==> src/rtl/mips_pkg.sv <==
// mips_pkg: shared state encoding, terminator word and loader defaults
package mips_pkg;
  typedef enum logic [1:0] {IDLE, LOAD, RUN, DONE} state_t;
  localparam logic [31:0] TERM_WORD = 32'hFFFF_FFFF;
  localparam int DEF_ADDR_W = 8;
  localparam int DEF_RUN_CYCLES = 64;
endpackage

==> src/rtl/mips_prog_loader_if.sv <==
// mips_prog_loader_if: byte stream in, instruction-memory write port out
interface mips_prog_loader_if import mips_pkg::*; #(parameter int ADDR_W = DEF_ADDR_W);
  logic byte_valid;
  logic byte_ready;
  logic [7:0] byte_data;
  logic imem_we;
  logic [ADDR_W-1:0] imem_addr;
  logic [31:0] imem_wdata;
  modport master (input byte_valid, byte_data, output byte_ready, imem_we, imem_addr, imem_wdata);
  modport slave (output byte_valid, byte_data, input byte_ready, imem_we, imem_addr, imem_wdata);
endinterface

==> src/rtl/mips_byte_packer.sv <==
// mips_byte_packer: assembles four big-endian bytes into a word, flags completion
module mips_byte_packer (
  input  logic        clock,
  input  logic        reset,
  input  logic        in_valid,
  input  logic [7:0]  in_data,
  output logic [31:0] word,
  output logic        word_valid
);
  logic [1:0] cnt;
  // shift bytes in MSB-first; word_valid marks the cycle after the fourth byte
  always_ff @(posedge clock) begin
    if (reset) begin
      word <= '0;
      cnt <= '0;
      word_valid <= 1'b0;
    end else begin
      word_valid <= in_valid && cnt == 2'd3;
      if (in_valid) begin
        word <= {word[23:0], in_data};
        cnt <= cnt + 2'd1;
      end
    end
  end
endmodule

==> src/rtl/mips_prog_loader.sv <==
// mips_prog_loader: loads a byte-streamed program into imem, then runs the core for a fixed cycle budget
module mips_prog_loader import mips_pkg::*; #(
  parameter int ADDR_W = DEF_ADDR_W,
  parameter int RUN_CYCLES = DEF_RUN_CYCLES
) (
  input  logic                      clock,
  input  logic                      reset,
  mips_prog_loader_if.master        bus,
  output logic                      core_reset,
  output logic                      running,
  output logic                      done,
  output logic [15:0]               cycle_count
);
  state_t state, state_n;
  logic [ADDR_W-1:0] addr;
  logic [31:0] word;
  logic word_valid, xfer, term, we, full, leave;
  assign xfer = bus.byte_valid && bus.byte_ready;
  assign bus.imem_we = we;
  assign bus.imem_addr = addr;
  assign bus.imem_wdata = word;
  assign core_reset = state != RUN;
  assign running = state == RUN;
  assign done = state == DONE;
  mips_byte_packer u_packer (
    .clock      (clock),
    .reset      (reset),
    .in_valid   (xfer),
    .in_data    (bus.byte_data),
    .word       (word),
    .word_valid (word_valid)
  );
  // write strobe, load exit on terminator or full memory, and next state
  always_comb begin
    term = state == LOAD && word_valid && word == TERM_WORD;
    we = state == LOAD && word_valid && word != TERM_WORD;
    full = we && addr == {ADDR_W{1'b1}};
    leave = term || full;
    bus.byte_ready = state == IDLE || (state == LOAD && !leave);
    state_n = state == IDLE ? (xfer ? LOAD : IDLE) :
              state == LOAD ? (leave ? RUN : LOAD) :
              state == RUN  ? (cycle_count == 16'(RUN_CYCLES - 1) ? DONE : RUN) : DONE;
  end
  // state, write address and run-cycle counter
  always_ff @(posedge clock) begin
    if (reset) begin
      state <= IDLE;
      addr <= '0;
      cycle_count <= '0;
    end else begin
      state <= state_n;
      if (we) addr <= addr + 1'b1;
      if (state == RUN) cycle_count <= cycle_count + 16'd1;
    end
  end
endmodule

==> src/flat_wrapper.sv <==
// flat-port wrapper written by rule: the top's interface ports become plain ports
module mips_prog_loader_flat import mips_pkg::*;
#(
  parameter int ADDR_W = DEF_ADDR_W,
  parameter int RUN_CYCLES = DEF_RUN_CYCLES
)
  (clock, reset, core_reset, running, done, cycle_count, bus_byte_valid, bus_byte_data, bus_byte_ready, bus_imem_we, bus_imem_addr, bus_imem_wdata);
  mips_prog_loader_if #(.ADDR_W(ADDR_W)) bus_i ();
  input  logic clock;
  input  logic reset;
  output logic core_reset;
  output logic running;
  output logic done;
  output logic [15:0] cycle_count;
  input wire logic [$bits(bus_i.byte_valid)-1:0] bus_byte_valid;
  input wire logic [$bits(bus_i.byte_data)-1:0] bus_byte_data;
  output wire logic [$bits(bus_i.byte_ready)-1:0] bus_byte_ready;
  output wire logic [$bits(bus_i.imem_we)-1:0] bus_imem_we;
  output wire logic [$bits(bus_i.imem_addr)-1:0] bus_imem_addr;
  output wire logic [$bits(bus_i.imem_wdata)-1:0] bus_imem_wdata;
  assign bus_i.byte_valid = bus_byte_valid;
  assign bus_i.byte_data = bus_byte_data;
  assign bus_byte_ready = bus_i.byte_ready;
  assign bus_imem_we = bus_i.imem_we;
  assign bus_imem_addr = bus_i.imem_addr;
  assign bus_imem_wdata = bus_i.imem_wdata;
  mips_prog_loader #(.ADDR_W(ADDR_W), .RUN_CYCLES(RUN_CYCLES)) u_core (.clock(clock), .reset(reset), .bus(bus_i), .core_reset(core_reset), .running(running), .done(done), .cycle_count(cycle_count));
endmodule
==> config.mk <==
export PLATFORM = sky130hd
export DESIGN_NAME = mips_prog_loader_flat
export DESIGN_NICKNAME = d
export VERILOG_FILES = /design/src/rtl/mips_pkg.sv /design/src/rtl/mips_prog_loader_if.sv /design/src/rtl/mips_byte_packer.sv /design/src/rtl/mips_prog_loader.sv /design/src/flat_wrapper.sv
export SDC_FILE = /design/constraint.sdc
export NUM_CORES = 1
export LEC_CHECK = 0
export CAP_MARGIN = 20
export CORE_ASPECT_RATIO = 0.6
export CORE_MARGIN = 2
export CORE_UTILIZATION = 48
export DETAILED_ROUTE_END_ITERATION = 6
export HOLD_SLACK_MARGIN = 0.12
export PLACE_DENSITY = 0.84
export REMOVE_ABC_BUFFERS = 1
export SLEW_MARGIN = 20
export SYNTH_ARGS = -nofsm -noshare
export SYNTH_HDL_FRONTEND = slang
export SYNTH_HIERARCHICAL = 1
export SYNTH_SLANG_ARGS = --single-unit
==> constraint.sdc <==
create_clock -name clock -period 2.71 [get_ports clock]
set_clock_uncertainty 0.05 [all_clocks]
set_input_delay 0.813 -clock clock [delete_from_list [all_inputs] [get_ports clock]]
set_output_delay 0.813 -clock clock [all_outputs]
set_load 0.01 [all_outputs]
Run 1, metal 2:
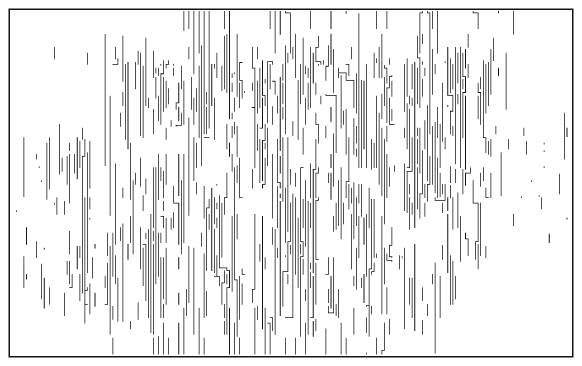
wire length on this layer: 3,470 um
main direction: vertical
nets with wire on the layer: 366
longest straight run: 29.9 um

Run 1, local utilization:
The bar under the picture is 20 um long. 10 x 6 tiles, from dark blue (low) to red (high), 0 to 100% covered.
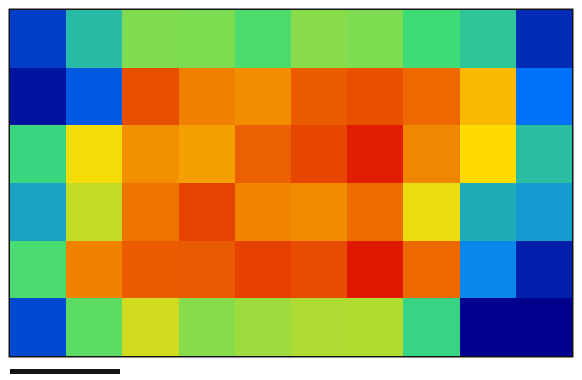
mean over tiles: 62%
densest ninth of the die: centre
nearly empty tiles: 3.3%

Run 1, metal 1:
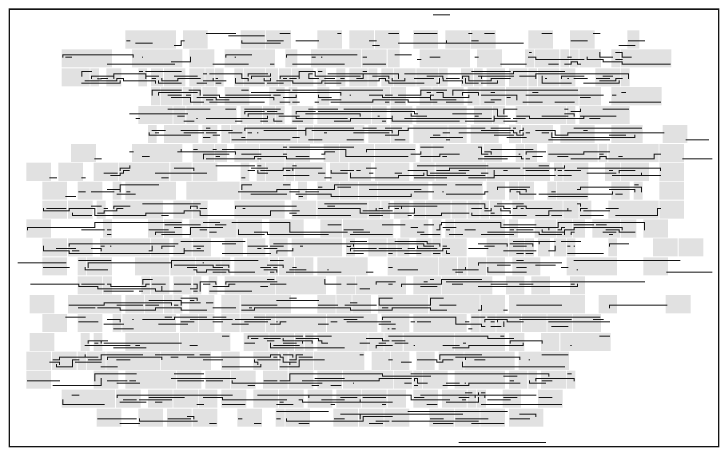
nets with wire on the layer: 376
wire length on this layer: 3,310 um

Run 1, drive-strength map:
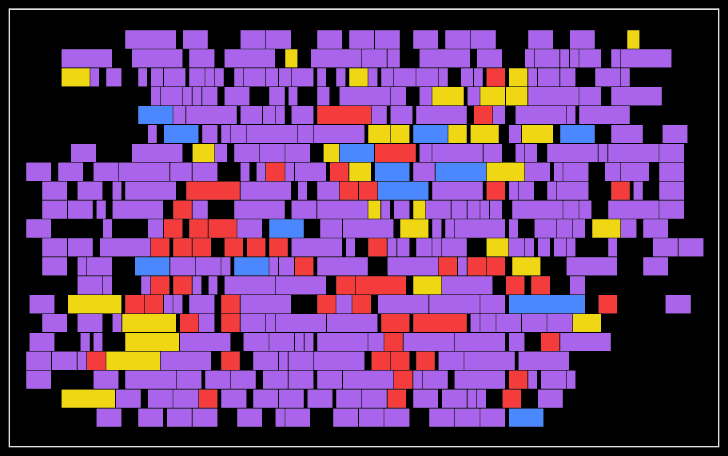
[purple] x1 and smaller | cells: 306 | share: 76%
[yellow] x2 | cells: 30 | share: 7.4%
[blue] x6 and larger | cells: 13 | share: 3.2%
[red] x3 and x4 | cells: 54 | share: 13%

run 1: power groups by stage:
stage               clock network (uW)  logic (uW)  registers (uW)
global route                       841         174             928
finish                             789         161             927
floorplan                            0        53.3             957
global placement                     0         156             944
detailed placement                   0         160             945
CTS                                801         161             925
run 1: layer usage:
layer | GRT usage | vias to the layer above
met4 | 0.06167 | 0
li1 | - | 1215
met2 | 0.3569 | 65
met1 | 0.3305 | 1195
met5 | 0 | -
met3 | 0.06711 | 5
run 1: state kept, by name (all words and copies together), names as in the netlist:
signal and flops:
u_core/u_packer/word 32, u_core/bus.imem_addr 8, u_core/cycle_count 16, u_core/u_packer/word_valid 1
u_core/state 2, u_core/u_packer/cnt 2
==> flow_summary_export.csv, run 1 <==
group,metric,value,unit
run_status,status,"completed",
clock_network,cts.hold.buffers_added,0,
pwr,p_comb_frac,0.086,
route,wl_per_cell,14.91,um
yosys,ff_type,"dfxtp_1",
yosys,syn_area,2759,sq um
floorplan,rows,21,
sta,post-route-period-util,0.9828,
placement,gp_congestion,0.8312,
setup_path,cp_num_cells,5,
clock_network,root_buffer,"clkbuf_8",
setup_path,r2r_slack,0.53,ns
final_layout,nClkBuffers,12,
floorplan,die_w,101.9,um
final_layout,buffers_excl_clock,119,
setup_path,startpoint,"u_core/u_packer/word[2]$_SDFFE_PP0P_",
sta,finalSetupTns,0,ns
setup_path,crit_path_max_fanout,2,
yosys,area_leaders,"dfxtp_1, mux2i_1, nor2_1, xnor2_1, mux2_2",
yosys,fa_ha_area_frac,0.01361,
sta,fmax,0.3754,GHz
--- run 2 (diff from run 1) ---
SLEW_MARGIN = 5   (was 20)
Run 2, metal 2:
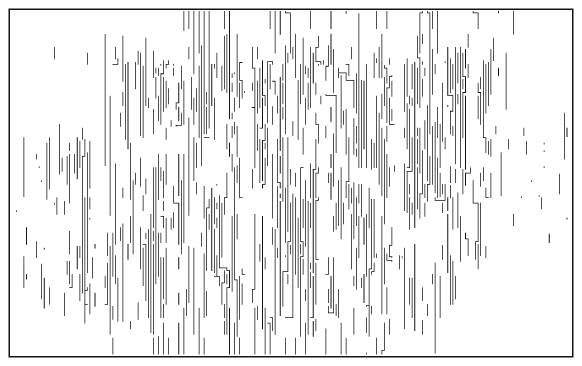
share of all routed wire: 48%
wire length on this layer: 3,470 um

==> flow_summary_export.csv, run 2 <==
group,metric,value,unit
yosys,ff_type,"dfxtp_1",
clock_network,htree_levels,3,
setup_path,cpPeakStageDelay,0.59,ns
final_layout,largest_register,"u_core/u_packer/word",
placement,gp_congestion,0.8312,
final_layout,buffers_excl_clock,119,
setup_path,startpoint,"u_core/u_packer/word[2]$_SDFFE_PP0P_",
yosys,area_leaders,"dfxtp_1, mux2i_1, nor2_1, xnor2_1, mux2_2",
final_layout,comb_area,1425,sq um
final_layout,post-route-util,0.7271,
final_layout,seq_share,0.3031,
yosys,synth-edff-count,0,
route,ant_nets,0,
worst_hold_path,min_from,"u_core/u_packer/cnt[1]$_SDFFE_PP0P_",
route,wl_per_cell,14.91,um
run,warning_count,27,
clock_network,path_clk_slew,0.07,ns
setup_path,cp_num_cells,5,
yosys,ys_sh_xor,0.03810,
final_layout,nClkBuffers,12,
run_status,status,"completed",
yosys,fa_ha_area_frac,0.01361,
clock_network,root_buffer,"clkbuf_8",
setup_path,r2r_slack,0.53,ns
setup_path,critPathCapture,"bus_byte_ready",
setup_path,crit-reg2reg-launch,"u_core/u_packer/word[2]$_SDFFE_PP0P_",
floorplan,fp_util,0.4953,
yosys,ys.flops,61,
sta,post-route-period-util,0.9828,
floorplan,die_w,101.9,um
global_route,grt_use_total,0.2357,
clock_network,ctsResizeCount,4,
final_layout,nMultiInputCombCells,202,
global_route,overflow,0,
final_layout,largest_register_ffs,32,
yosys,syn_area,2759,sq um
final_layout,antennaDiodeCount,0,
route,via_count,2480,
floorplan,rows,21,
setup_path,crit_path_max_fanout,2,
sta,fmax,0.3754,GHz
clock_network,cts.hold.buffers_added,0,
yosys,synth_top_cell_by_count,"dfxtp_1",
-- run 2: cell counts after synthesis --
Identical to the previous run, type by type.
-- run 2: through the flow --
step                      setup TNS, ns  setup WS, ns  hold slack [ns]  cells
after floorplan                  -38.84        -1.113           0.4147    268
after global placement         -0.02203      -0.02203           0.4292    462
after detailed placement       -0.04417      -0.04417           0.4551    462
after CTS                       -0.1192       -0.1192           0.4698    481
after global routing           -0.02378      -0.02378           0.5059    483
final                                 0       0.04648           0.4657    483
-- run 2: layer usage --
layer  wire length [um]  GRT usage
met4                 54    0.06167
met1               3313     0.3305
met5                  0          0
met3                366    0.06711
met2               3467     0.3569
-- run 2: power breakdown --
part | switching (uW) | total [uW] | internal [uW]
logic | 74.9 | 161 | 86.0
clock network | 342 | 789 | 447
registers | 11.3 | 927 | 916
total | 428 | 1880 | 1450
No activity file was given, so power comes from the tool's default toggle rates.
